congestion.png
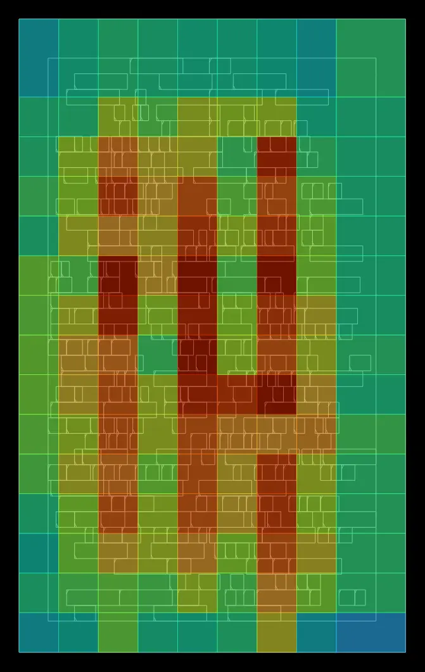
detail.png
Scale bar: 10 um. Window x 4 to 29, y 15 to 40 um. Cells in grey, sequential cells in the stronger grey; small squares are vias.
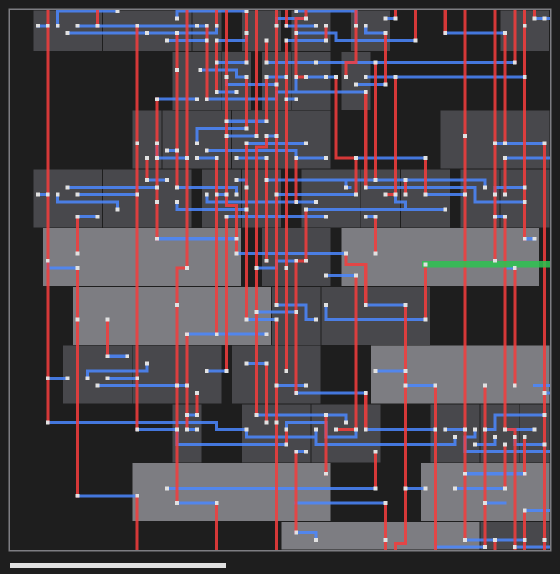
logic_types.png
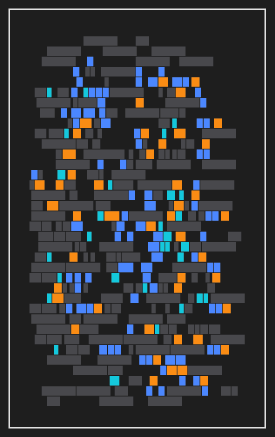
io_fan.png
Scale bar: 20 um.
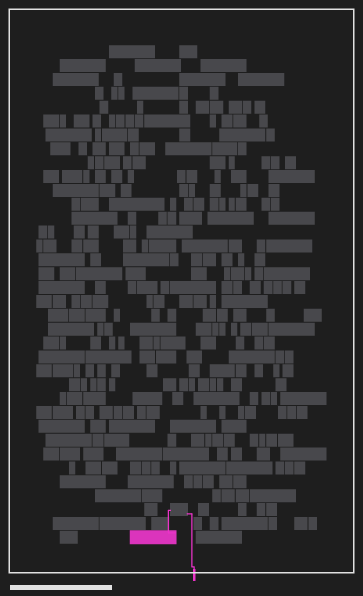
flops_by_reg.png
Scale bar: 20 um. Other sequential cells in the stronger grey, the rest of the logic in the fainter grey.
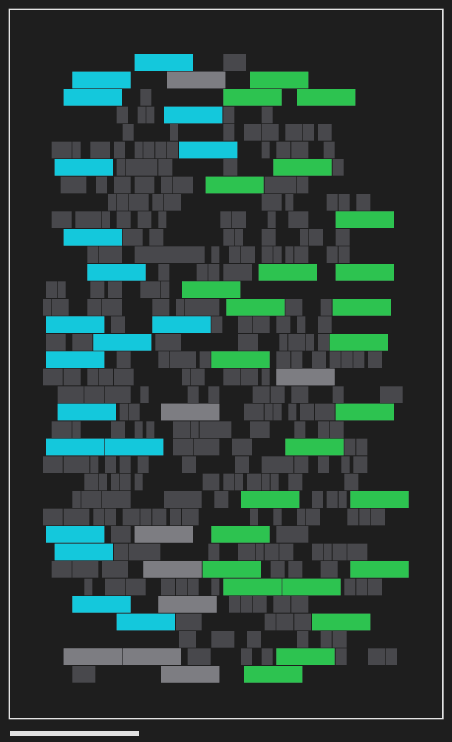
`config.mk`:
```
export PLATFORM = sky130hd
export DESIGN_NAME = btn_conditioner
export DESIGN_NICKNAME = d
export VERILOG_FILES = /design/src/rtl/btn_conditioner_pkg.sv /design/src/rtl/sync2.sv /design/src/rtl/btn_conditioner.sv
export SDC_FILE = /design/constraint.sdc
export NUM_CORES = 1
export LEC_CHECK = 0
export CELL_PAD_IN_SITES_DETAIL_PLACEMENT = 0
export CELL_PAD_IN_SITES_GLOBAL_PLACEMENT = 1
export CORE_ASPECT_RATIO = 1.75
export CORE_MARGIN = 5
export CORE_UTILIZATION = 52
export DETAILED_ROUTE_END_ITERATION = 16
export HOLD_SLACK_MARGIN = 0.12
export PLACE_DENSITY = 0.91
export SLEW_MARGIN = 20
export SYNTH_ARGS = -nofsm -noshare
export SYNTH_HDL_FRONTEND = slang
export SYNTH_SLANG_ARGS = --single-unit
```
`constraint.sdc`:
```
create_clock -name clk -period 5.4 [get_ports clk]
set_input_delay 1.08 -clock clk [delete_from_list [all_inputs] [get_ports clk]]
set_output_delay 1.08 -clock clk [all_outputs]
set_load 0.02 [all_outputs]
```
`src/rtl/btn_conditioner_pkg.sv`:
```
// Shared types and sizing helpers for the push-button conditioner.
package btn_conditioner_pkg;

  typedef enum logic [1:0] {
    IDLE      = 2'd0,
    ARMING    = 2'd1,
    PRESSED   = 2'd2,
    RELEASING = 2'd3
  } btn_state_t;

  // Bits needed to hold a counter that runs from 0 up to and including term.
  function automatic int cnt_width(input int term);
    return (term < 1) ? 1 : $clog2(term + 1);
  endfunction

  function automatic int max_int(input int a, input int b);
    return (a > b) ? a : b;
  endfunction

endpackage

```
`src/rtl/sync2.sv`:
```
// Generic two-flop synchronizer for asynchronous single-bit inputs.
module sync2 (
  input  logic clk,
  input  logic reset,
  input  logic d,
  output logic q
);

  logic meta;

  always_ff @(posedge clk or negedge reset) begin
    if (!reset) begin
      meta <= 1'b0;
      q    <= 1'b0;
    end else begin
      meta <= d;
      q    <= meta;
    end
  end

endmodule

```
`src/rtl/btn_conditioner.sv`:
```
// Debounces a raw push-button into a clean level plus press/release/auto-repeat pulses.
module btn_conditioner
  import btn_conditioner_pkg::*;
#(
  parameter int STABLE_CYCLES = 500000,
  parameter int REPEAT_DELAY  = 25000000,
  parameter int REPEAT_RATE   = 5000000
) (
  input  logic clk,
  input  logic reset,
  input  logic btn_in,
  output logic btn_level,
  output logic press_pulse,
  output logic release_pulse,
  output logic repeat_pulse
);

  localparam int DEB_TERM   = STABLE_CYCLES - 1;
  localparam bit REP_EN     = (REPEAT_DELAY != 0);
  localparam int DELAY_TERM = REP_EN ? REPEAT_DELAY - 1 : 0;
  localparam int RATE_TERM  = REPEAT_RATE - 1;
  localparam int DEB_W      = cnt_width(DEB_TERM);
  localparam int REP_W      = cnt_width(max_int(DELAY_TERM, RATE_TERM));

  logic             btn_sync;
  btn_state_t       state;
  logic [DEB_W-1:0] deb_cnt;
  logic [REP_W-1:0] rep_cnt;
  logic             rep_first;
  logic [REP_W-1:0] rep_term;

  sync2 u_sync (
    .clk   (clk),
    .reset (reset),
    .d     (btn_in),
    .q     (btn_sync)
  );

  // First interval after a press uses the initial delay, later ones the repeat rate.
  assign rep_term = rep_first ? REP_W'(DELAY_TERM) : REP_W'(RATE_TERM);

  always_ff @(posedge clk or negedge reset) begin
    if (!reset) begin
      state         <= IDLE;
      deb_cnt       <= '0;
      rep_cnt       <= '0;
      rep_first     <= 1'b0;
      btn_level     <= 1'b0;
      press_pulse   <= 1'b0;
      release_pulse <= 1'b0;
      repeat_pulse  <= 1'b0;
    end else begin
      press_pulse   <= 1'b0;
      release_pulse <= 1'b0;
      repeat_pulse  <= 1'b0;
      case (state)
        IDLE: begin
          if (btn_sync) begin
            state   <= ARMING;
            deb_cnt <= '0;
          end
        end
        ARMING: begin
          if (!btn_sync) begin
            state <= IDLE;
          end else if (deb_cnt == DEB_W'(DEB_TERM)) begin
            state       <= PRESSED;
            btn_level   <= 1'b1;
            press_pulse <= 1'b1;
            rep_cnt     <= '0;
            rep_first   <= 1'b1;
          end else begin
            deb_cnt <= deb_cnt + 1'b1;
          end
        end
        PRESSED: begin
          if (!btn_sync) begin
            state   <= RELEASING;
            deb_cnt <= '0;
          end else if (REP_EN) begin
            // Counter only advances while below terminal, so it can never wrap.
            if (rep_cnt == rep_term) begin
              repeat_pulse <= 1'b1;
              rep_cnt      <= '0;
              rep_first    <= 1'b0;
            end else begin
              rep_cnt <= rep_cnt + 1'b1;
            end
          end
        end
        RELEASING: begin
          if (btn_sync) begin
            state <= PRESSED;
          end else if (deb_cnt == DEB_W'(DEB_TERM)) begin
            state         <= IDLE;
            btn_level     <= 1'b0;
            release_pulse <= 1'b1;
          end else begin
            deb_cnt <= deb_cnt + 1'b1;
          end
        end
        default: state <= IDLE;
      endcase
    end
  end

endmodule

```
==> flow_metrics.py <==
# Flow results
metrics = {
    "run_status": {
        "run_status": "finished clean",
    },
    "route": {
        "drc": 0,
        "drt_pass1_iterations": 4,
        "drt-wirelength-per-cell_um": 16.63,
        "drtIter0Drc": 177,
    },
    "synth": {
        "dominantRegCellSynth": "sky130_fd_sc_hd__dfrtp_1",
        "ys_sh_mux_pct": 3.399,
        "netlist_cell_types": 43,
        "arithmetic_cell_share_of_the_synthesized_area_counting_full_adders_half_adders_and_majority_gates_pct": 0.8393,
        "asyncSetResetFlopFracSynth_pct": 100.0,
        "top_area_share_pct": 44.48,
        "ys_sh_xor_pct": 0.5875,
        "synth-cells-yosys": 327,
        "synth-warning-count": 0,
        "yosys-stat-area_mm2": 0.002982,
    },
    "grt": {
        "grt_first_pass_wirelength_um": 11470,
        "met2_track_usage_gr_pct": 35.54,
        "antenna_found_initial": 0,
        "grt_overflow_total": 0,
    },
    "final_timing": {
        "finalHoldViolations": 0,
        "finalSetupViolCount": 0,
        "tns_ps": 0,
        "finalMaxSlewViolations": 0,
        "max_slew_margin_pct": 40.27,
    },
    "min_path": {
        "hold_path.startpoint": "u_sync.meta",
        "hold_path.class": "reg -> reg",
    },
    "worst_setup_path": {
        "critical_path_cell_by_cell": "nor2b_1 -> nand2_1 -> o21a_4 -> or4_1 -> a21oi_1",
        "timing.critical_path.required_ps": 5640,
        "sort_of_element_at_the_end_of_the_critical_path": "flip-flop",
        "worstReg2RegEnd": "rep_cnt[16]",
        "cpMaxStageDelayCell": "sky130_fd_sc_hd__dfrtp_1",
        "register_to_register_setup_slack_ps": 2730,
    },
    "final_layout": {
        "flip_flop_count_of_the_largest_register_after_layout": 25,
        "antenna_cells_inserted": 0,
        "layout_top_cell": "sky130_fd_sc_hd__dfrtp_1",
        "layout-drive-gt1-share_pct": 7.692,
    },
    "clocking": {
        "cts_repair_resize_count": 0,
        "cts_tree": "built",
        "post_cts.repair.setup_buffers": 0,
    },
    "power": {
        "p_leak_nw": 1.251,
    },
    "floorplanning": {
        "fp.dieArea_mm2": 0.007408,
        "placementRows": 36,
        "chipWidth_um": 67.24,
        "fp.coreArea_mm2": 0.005585,
        "count_of_boundary_i_o_pins": 7,
    },
    "flow_run": {
        "warning_count": 26,
    },
}
## Picture notes: congestion.png
routing usage on met3: 3.651%
layer carrying the most global-route usage: met2

## Picture notes: detail.png
| colour | layer |
|---|---|
| blue | metal 1 |
| green | metal 3 |
| red | metal 2 |
cells with their middle in the window: 43
sequential cells in the window: 6
most frequent: a22o_1 (6), dfrtp_1 (6), a21oi_1 (5)
netlist names of flops here include: `deb_cnt` (3)

## Picture notes: logic_types.png
| colour | family | cells |
|---|---|---|
| cyan | nor cells | 29 |
| blue | aoi and oai cells | 81 |
| orange | and/or cells | 46 |

## Picture notes: io_fan.png
| colour | port | bits | direction | edge | end cells | wire |
|---|---|---|---|---|---|---|
| magenta | `release_pulse` | 1 | output | bottom | 1 | 18.7 um |

## Picture notes: flops_by_reg.png
| colour | name in the netlist | sequential cells |
|---|---|---|
| cyan | `deb_cnt` | 19 |
| green | `rep_cnt` | 25 |
not coloured: 9

-- Yosys cell counts (all sizes together) (6+ instances only) --
| master | count |
|---|---|
| and3 | 6 |
| clkbuf | 10 |
| dfrtp | 53 |
| o31ai | 7 |
| nand4 | 13 |
| nand3 | 15 |
| or3 | 16 |
| nor2 | 19 |
| or4 | 13 |
| buf | 8 |
| a21oi | 25 |
| a22o | 16 |
| o21ai | 33 |
| mux2 | 9 |
| nand2 | 30 |
-- cells by family after synthesis --
kind of cell | count (synthesis)
DFF | 53
adders and majority gates | 2
buffers and inverters | 20
and+or+nand+nor | 142
muxes | 9
AOI/OAI and AO/OA | 99
xor gates and xnor gates | 2
-- per-stage QoR --
stage          util [%]  power [W]  hold WS (ps)  instances  area [um2]
6_report          57.12  0.0007336         354.3        401        3191
5_1_grt           57.12  0.0007636         361.7        401        3191
4_1_cts           57.12  0.0007424         356.8        401        3191
3_5_place_dp      55.04  0.0004563         334.7        393        3074
3_3_place_gp      55.04  0.0004555         335.1        393        3074
2_1_floorplan         -  0.0004410         331.2        327        2982
-- layout make-up --
cell class / count / area, um2 / share of cell area [%]
Multi-Input combinational cell: 254 / 1575 / 49.37
Sequential cell: 53 / 1326 / 41.57
Tap cell: 76 / 95.09 / 2.980
Clock buffer: 7 / 86.33 / 2.706
Timing Repair Buffer: 8 / 70.07 / 2.196
Clock inverter: 1 / 30.03 / 0.9412
Inverter: 2 / 7.507 / 0.2353
-- worst max-delay path, delay by kind of cell, from the launching register on --
family           cells  cell delay (ps)
AND-OR/OR-AND        2              460
flip-flops           1              660
AND/OR/NAND/NOR      3             1450
-- power breakdown --
group	leakage [nW]	internal (W)	switching [W]
clock	0.0585	0.000151	0.000135
combinational	0.462	0.0000146	0.0000176
sequential	0.731	0.000404	0.0000117
Power is estimated from default activity; no workload was simulated.
